Design turn_sequencer, sky130hd; sources not shown.
Figure 1. Zoomed window (run 1).
Window x 48 to 68, y 48 to 68 um. Cells in grey, sequential cells in the stronger grey; small squares are vias.
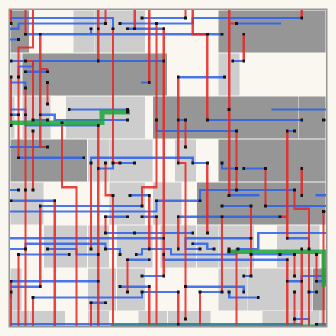
| colour | layer |
|---|---|
| green | metal 3 |
| blue | metal 1 |
| red | metal 2 |
most frequent: dfrtp_1 (6), nand2_1 (3)
cells with their middle in the window: 29
sequential cells in the window: 6

Figure 2. Cell density map (run 1).
The die is cut into 8 by 8 equal tiles; white is low, dark blue is high, 0 to 100% covered.
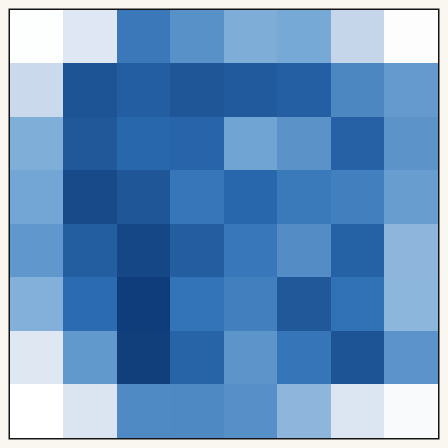
mean over tiles: 60%
nearly empty tiles: 4.7%
fullest tile: 95%
tiles over 75% full: 34%
core area: 5510 um2
Initial Util: 0.518

Figure 3. Placement view (run 1).
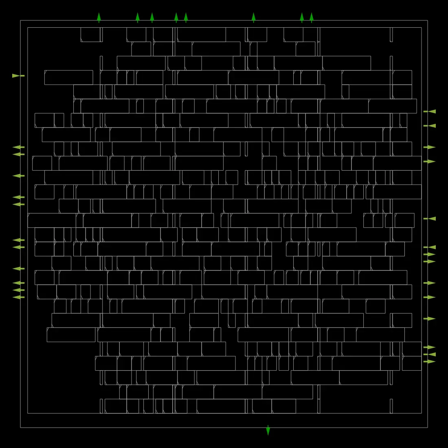
flop share of the area: 0.394
Rows: 27
Util after Layout: 0.675
registers: 58

==> reports/metrics.yaml, run 1 <==
worst_setup_path:
  timing.critical_path.slowest_cell_delay_ns: 0.44
  timing.critical_path.arrival_ns: 2.85
  crit_cells: 9
  worstPathCellList: "buf_4 > mux2_2 > ha_1 > and2_1 > o21ai_0 > o21a_1 > a32o_2 > a2bb2oi_4 > o21ai_1"
  cpMaxStageDelayCell: "sky130_fd_sc_hd__dfrtp_2"
  reg2reg_slack_ns: 0.56
  path_class: "reg -> reg"
  cp_max_fo: 6
  cp_required_ns: 3.41
  worst_setup_path_end_kind: "register"
  cp_top_family: "AND-OR/OR-AND gates"
cts:
  cts_tree: "yes"
  cts_bufs_inserted: 9
  clk_path_buf_depth: 2
  path_clk_slew_ns: 0.06
timing:
  timing.final.hold_violations: 0
  grt_setup_unrepaired: "yes"
  setup_viol: 0
  worst_slack_ns: 0.564
  clock-skew-final_ns: 0.00821
  timing.fmax_mhz: 379
  final_tally_of_max_slew_violations: 0
  layout_worst_path_cycle_share: 0.824
  max_slew.worst_pin.slew_ns: 0.735
synth:
  yosysTopAreaCellShare: 0.430
  ys_area_um2: 2850
  most_common_cell: "sky130_fd_sc_hd__dfrtp_1"
  post_synth_num_cell_types: 55
  netlist.top_cell.by_area: "sky130_fd_sc_hd__dfrtp_1"
  instance_count_of_the_mapped_netlist: 268
  synth.yosys.num_cells: 268
  yosys_warnings: 0
  ys_seq_elements: 58
  mappedNetlistArea_um2: 2850
  fp_nets: 284
  synth.top_cells.by_area: "sky130_fd_sc_hd__dfrtp_1 43%, sky130_fd_sc_hd__dfstp_2 8.3%, sky130_fd_sc_hd__a22o_1 6.5%"
  ys_top_cells_by_count: "49 x sky130_fd_sc_hd__dfrtp_1, 25 x sky130_fd_sc_hd__nand2_1, 21 x sky130_fd_sc_hd__a22o_1"
  postSynthAreaPerCell_um2: 10.6
  synth_sequential_area_ratio: 0.513
drt:
  drt-total-wl_mm: 7.27
  maxUsedRoutingLayer: "met4"
  route.antenna.remaining_nets: 0
  met2_length_mm: 3.45
  wl_met1_mm: 3.34
  first_iter_violations: 233
  drc: 0
  vias: 2303
power_and_ir_drop:
  clock_power_share: 0.137
  ir_worst_vdd_mv: 0.862
  seq_power_share: 0.285
  leak_pwr_nw: 1.65
  switching_share: 0.431
  combinationalPowerShare: 0.578
  net-switching-power_mw: 2.10
  power_report.internal_total_mw: 2.77
min_path:
  hold_path_depth: 2
floorplanning:
  die_w_um: 77.5
  io_pins: 35
  fp.dieH_um: 77.5
  chip_area_um2: 6010
final_layout:
  fin_nets: 338
  fillers: 437
  synthToLayoutAreaGrowth_pct: 30.3
  antenna_cells: 0
grt:
  via_count_of_the_first_global_routing_pass: 2241
  grt_max_degree: 31
  initial_antenna_violation_count: 0
  grt_usage: 0.256
job:
  tool_warnings: 28
  drv_cap: 0
place:
  gp_congestion: 0.849
  pre_cts_ws_ns: 0.395
run_status:
  outcome: "completed"
## run 1: power groups by stage
stage	combinational, mW	clock [mW]	sequential [mW]
2_1_floorplan	1.53	0	1.46
3_3_place_gp	2.35	0	1.39
3_5_place_dp	2.40	0	1.40
4_1_cts	2.41	0.669	1.39
5_1_grt	3.03	0.707	1.42
6_report	2.81	0.664	1.39
## run 1: per-layer routing
layer | GRT usage | vias to the layer above
met5 | 0 | -
met1 | 0.344 | 1122
met4 | 0.128 | 0
met2 | 0.388 | 82
li1 | - | 1089
met3 | 0.0588 | 10
## run 1: through the flow
stage          total power, mW  hold WS [ns]  instance area, um2  std cells
4_1_cts                   4.47         0.474                3530        392
3_3_place_gp              3.74         0.457                3340        376
3_5_place_dp              3.79         0.464                3340        376
5_1_grt                   5.16         0.492                3710        399
2_1_floorplan             2.99         0.460                2890        268
6_report                  4.87         0.471                3710        399
## run 1: final cells by class
class,instances,area [um2],area share
clock buffers,13,149,0.0401
clock inverters,3,40.0,0.0108
inverters,18,67.6,0.0182
multi-input cells,188,1460,0.392
flip-flops and latches,58,1470,0.394
well taps,72,90.1,0.0243
repair buffers,47,448,0.121
## run 1: tightest hold or removal path, delay by kind of cell, from the launching register on
kind                   cells  cell delay [ns]
AOI/OAI and AO/OA          1             0.05
DFF                        1             0.37
buffers and inverters      1             0.04
## run 1: logic make-up (layout without fill, tap and decap cells)
kind of cell,count (synthesis),in the layout,share of synthesized area
mux,9,9,0.0364
simple gates,80,80,0.139
fa+ha+maj,10,10,0.0465
compound gates,85,85,0.221
buf+inv,22,81,0.0294
xor+xnor,4,4,0.0149
flops,58,58,0.513
## run 1: cell usage in the layout, fill, tap and decap left out, types with 2 or more instances in the layout
cell type,instances
sky130_fd_sc_hd__nand2_1,23
sky130_fd_sc_hd__a22o_1,21
sky130_fd_sc_hd__o31ai_1,2
sky130_fd_sc_hd__and2_1,4
sky130_fd_sc_hd__dfrtp_2,2
sky130_fd_sc_hd__nor2b_1,6
sky130_fd_sc_hd__o21ai_1,7
sky130_fd_sc_hd__nor3_1,3
sky130_fd_sc_hd__clkbuf_8,10
sky130_fd_sc_hd__a31oi_1,4
sky130_fd_sc_hd__a22oi_1,3
sky130_fd_sc_hd__clkinv_2,2
sky130_fd_sc_hd__a21oi_1,15
sky130_fd_sc_hd__inv_1,17
sky130_fd_sc_hd__nand3_1,2
sky130_fd_sc_hd__clkbuf_1,3
sky130_fd_sc_hd__nand4_1,6
sky130_fd_sc_hd__ha_1,4
sky130_fd_sc_hd__buf_4,11
sky130_fd_sc_hd__o21ai_0,13
sky130_fd_sc_hd__ha_4,4
sky130_fd_sc_hd__and3_1,3
sky130_fd_sc_hd__o21a_1,2
sky130_fd_sc_hd__mux2_2,7
sky130_fd_sc_hd__a311oi_2,2
sky130_fd_sc_hd__dfrtp_1,47
sky130_fd_sc_hd__nor2_1,20
sky130_fd_sc_hd__dfstp_2,9
sky130_fd_sc_hd__clkdlybuf4s50_1,34
Figure 4. Pin map (run 1).
The bar under the picture is 20 um long. Pins as bars across the die edge, other pins in grey.
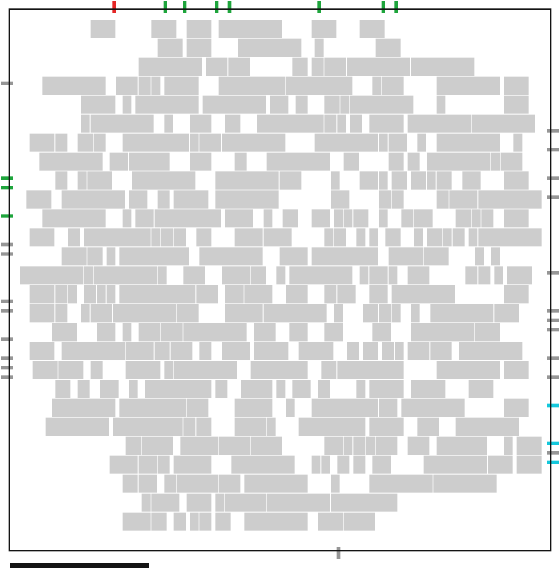

==> run 2: changes to the inputs <==
Settings changed: PLACE_DENSITY 0.73 to 0.76.
Clock period 3.2 ns to 2.2 ns, I/O delays scaled along.
Figure 5. Pin map (run 2).
The bar under the picture is 20 um long. Pins as bars across the die edge, other pins in grey.
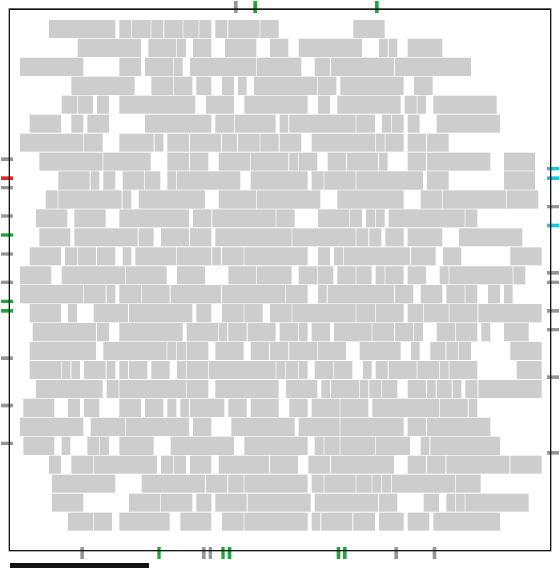
| colour | port | pins | direction | edge |
|---|---|---|---|---|
| cyan | dice_value | 3 | output | right |
| green | target_x_p1 | 10 | output | 5 bottom, 3 left, 2 top |
| red | move_start_p1 | 1 | output | left |
port bufs: 34
Die Wd: 77.5 um
Die Y: 77.5 um

==> reports/metrics.yaml, run 2 <==
floorplanning:
  chip_area_um2: 6010  # unchanged
  floorplan.initialDensity: 0.518  # unchanged
  io_pins: 35  # unchanged
  rows: 27  # unchanged
run_status:
  violated_checks: "negative setup slack"
  outcome: "finished, violations left"
final_layout:
  layout_top_cell_excl_fill_tap: "sky130_fd_sc_hd__dfrtp_1"
  register_area_um2: 1470  # unchanged
  synthToLayoutAreaGrowth_pct: 53.2
  fin_nets: 376  # +11%
  layoutNonFillerInstCount: 437  # +9.5%
  final_cell_mix: "47 x sky130_fd_sc_hd__dfrtp_1, 41 x sky130_fd_sc_hd__buf_4, 27 x sky130_fd_sc_hd__dlymetal6s2s_1, 21 x sky130_fd_sc_hd__a22o_1, 21 x sky130_fd_sc_hd__nand2_1"
  antenna_cells: 0  # unchanged
timing:
  final.hold.worst_slack_ns: 0.475  # +0.00409 ns
  worst_slack_ns: -0.412  # -0.975 ns
  clock-skew-final_ns: 0.00914  # +0.000926 ns
  max_slew.worst_pin.slew_ns: 0.397  # -0.338 ns
  grt_setup_unrepaired: "yes"
  timing.fmax_mhz: 383  # +0.95%
  setup_viol: 20  # +20
  final_tally_of_max_slew_violations: 0  # unchanged
  timing.final.hold_violations: 0  # unchanged
synth:
  mappedNetlistArea_um2: 2850  # unchanged
  yosys_warnings: 0  # unchanged
  synth.top_cells.by_area: "sky130_fd_sc_hd__dfrtp_1 43%, sky130_fd_sc_hd__dfstp_2 8.3%, sky130_fd_sc_hd__a22o_1 6.5%"
  instance_count_of_the_mapped_netlist: 268  # unchanged
  fp_nets: 284  # unchanged
  ys_top_cells_by_count: "49 x sky130_fd_sc_hd__dfrtp_1, 25 x sky130_fd_sc_hd__nand2_1, 21 x sky130_fd_sc_hd__a22o_1"
  yosysTopAreaCellShare: 0.430  # unchanged
  ys_area_um2: 2850  # unchanged
  netlist.top_cell.by_area: "sky130_fd_sc_hd__dfrtp_1"
  async_reset_ff_frac: 1.00
  postSynthAreaPerCell_um2: 10.6  # unchanged
  synth-edff-count: 0
  synth_sequential_area_ratio: 0.513  # unchanged
  ys_seq_elements: 58  # unchanged
cts:
  path_clk_slew_ns: 0.07  # about the same
  cts_tree: "yes"
  clk_path_buf_depth: 2  # unchanged
  cts_bufs_inserted: 9  # unchanged
place:
  dp.cells: 412  # +9.6%
  gp_congestion: 0.860  # +1.3%
  detailed_place.area_um2: 3730  # +11%
  pre_cts_ws_ns: -0.553  # -0.948 ns
worst_setup_path:
  worstPathCellList: "mux2_4 > ha_4 > inv_2 > fa_2 > a21boi_4 > o311ai_4 > a2bb2oi_4 > o21ai_1"
  cpMaxStageDelayCell: "sky130_fd_sc_hd__dfrtp_2"
  worst_setup_path_end_kind: "register"
  timing.critical_path.slowest_cell_delay_ns: 0.50  # +0.06 ns
  timing.critical_path.arrival_ns: 2.84  # about the same
  cp_required_ns: 2.43  # -0.98 ns
power_and_ir_drop:
  leak_pwr_nw: 2.23  # +36%
  post-layout-total-power_mw: 8.58  # +76%
drt:
  drt_first_pass_iters: 5
  first_iter_violations: 218  # -6.4%
  vias: 2657  # +15%
  drt-total-wl_mm: 8.96  # +23%
grt:
  grt_max_degree: 59  # +90%
  via_count_of_the_first_global_routing_pass: 2608  # +16%
  grt_usage: 0.289  # +0.0334
min_path:
  hold_path_depth: 2  # unchanged
job:
  tool_warnings: 29  # +3.6%
  drv_cap: 0  # unchanged
Figure 6. Cells by drive strength (run 2).
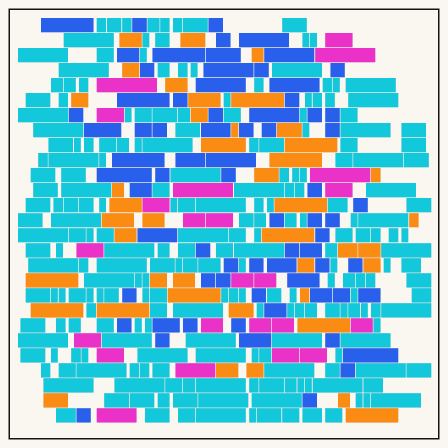
| colour | size | cells | share |
|---|---|---|---|
| orange | _2 cells | 42 | 12% |
| cyan | _0 and _1 cells | 228 | 62% |
| magenta | _6 and larger | 23 | 6.3% |
| blue | _3 and _4 cells | 72 | 20% |
Worst Setup Slack, final: -0.412 ns
count of plain and timing-repair buffers in the layout: 84
post-route cell area: 4370 um2

run 2: where the power goes:
group          total (mW)  internal, mW  switching, mW
Combinational        5.22          2.57           2.65
Sequential           2.03          1.57          0.465
Clock                1.34         0.897          0.439
Total                8.58          5.03           3.55
run 2: metrics by stage:
stage,setup TNS [ns],util
final,-6.58,0.793
after global routing,-8.08,0.793
after CTS,-9.30,0.726
after detailed placement,-11.03,0.677
after global placement,-7.95,0.677
after floorplan,-7.38,-
run 2: final cells by class:
type,instances,share of cell area
Clock inverter,5,0.0286
Clock buffer,11,0.0324
Inverter,18,0.0163
Sequential cell,58,0.335
Timing Repair Buffer,84,0.189
Tap cell,72,0.0206
Multi-Input combinational cell,189,0.378
run 2: logic make-up (layout without fill, tap and decap cells):
| logic type | after synthesis | after routing | synth area share |
|---|---|---|---|
| compound gates | 85 | 86 | 0.221 |
| fa+ha+maj | 10 | 10 | 0.0465 |
| flops | 58 | 58 | 0.513 |
| buf+inv | 22 | 118 | 0.0294 |
| mux | 9 | 9 | 0.0364 |
| xor+xnor | 4 | 4 | 0.0149 |
| simple gates | 80 | 80 | 0.139 |
run 2: metal layers:
metal / GRT usage / part of all wire / vias up
li1: - / - / 1178
met5: 0 / 0 / -
met4: 0.126 / 0.035 / 0
met1: 0.371 / 0.41 / 1322
met2: 0.463 / 0.49 / 129
met3: 0.0729 / 0.063 / 28
run 2: worst max-delay path, delay by kind of cell (launching register included):
kind	cells	cell delay (ns)
AND-OR/OR-AND	4	1.00
adder cells (fa/ha/maj)	2	0.60
flip-flops	1	0.50
multiplexers	1	0.34
buffers and inverters	1	0.05
No activity file was given, so power comes from the tool's default toggle rates.
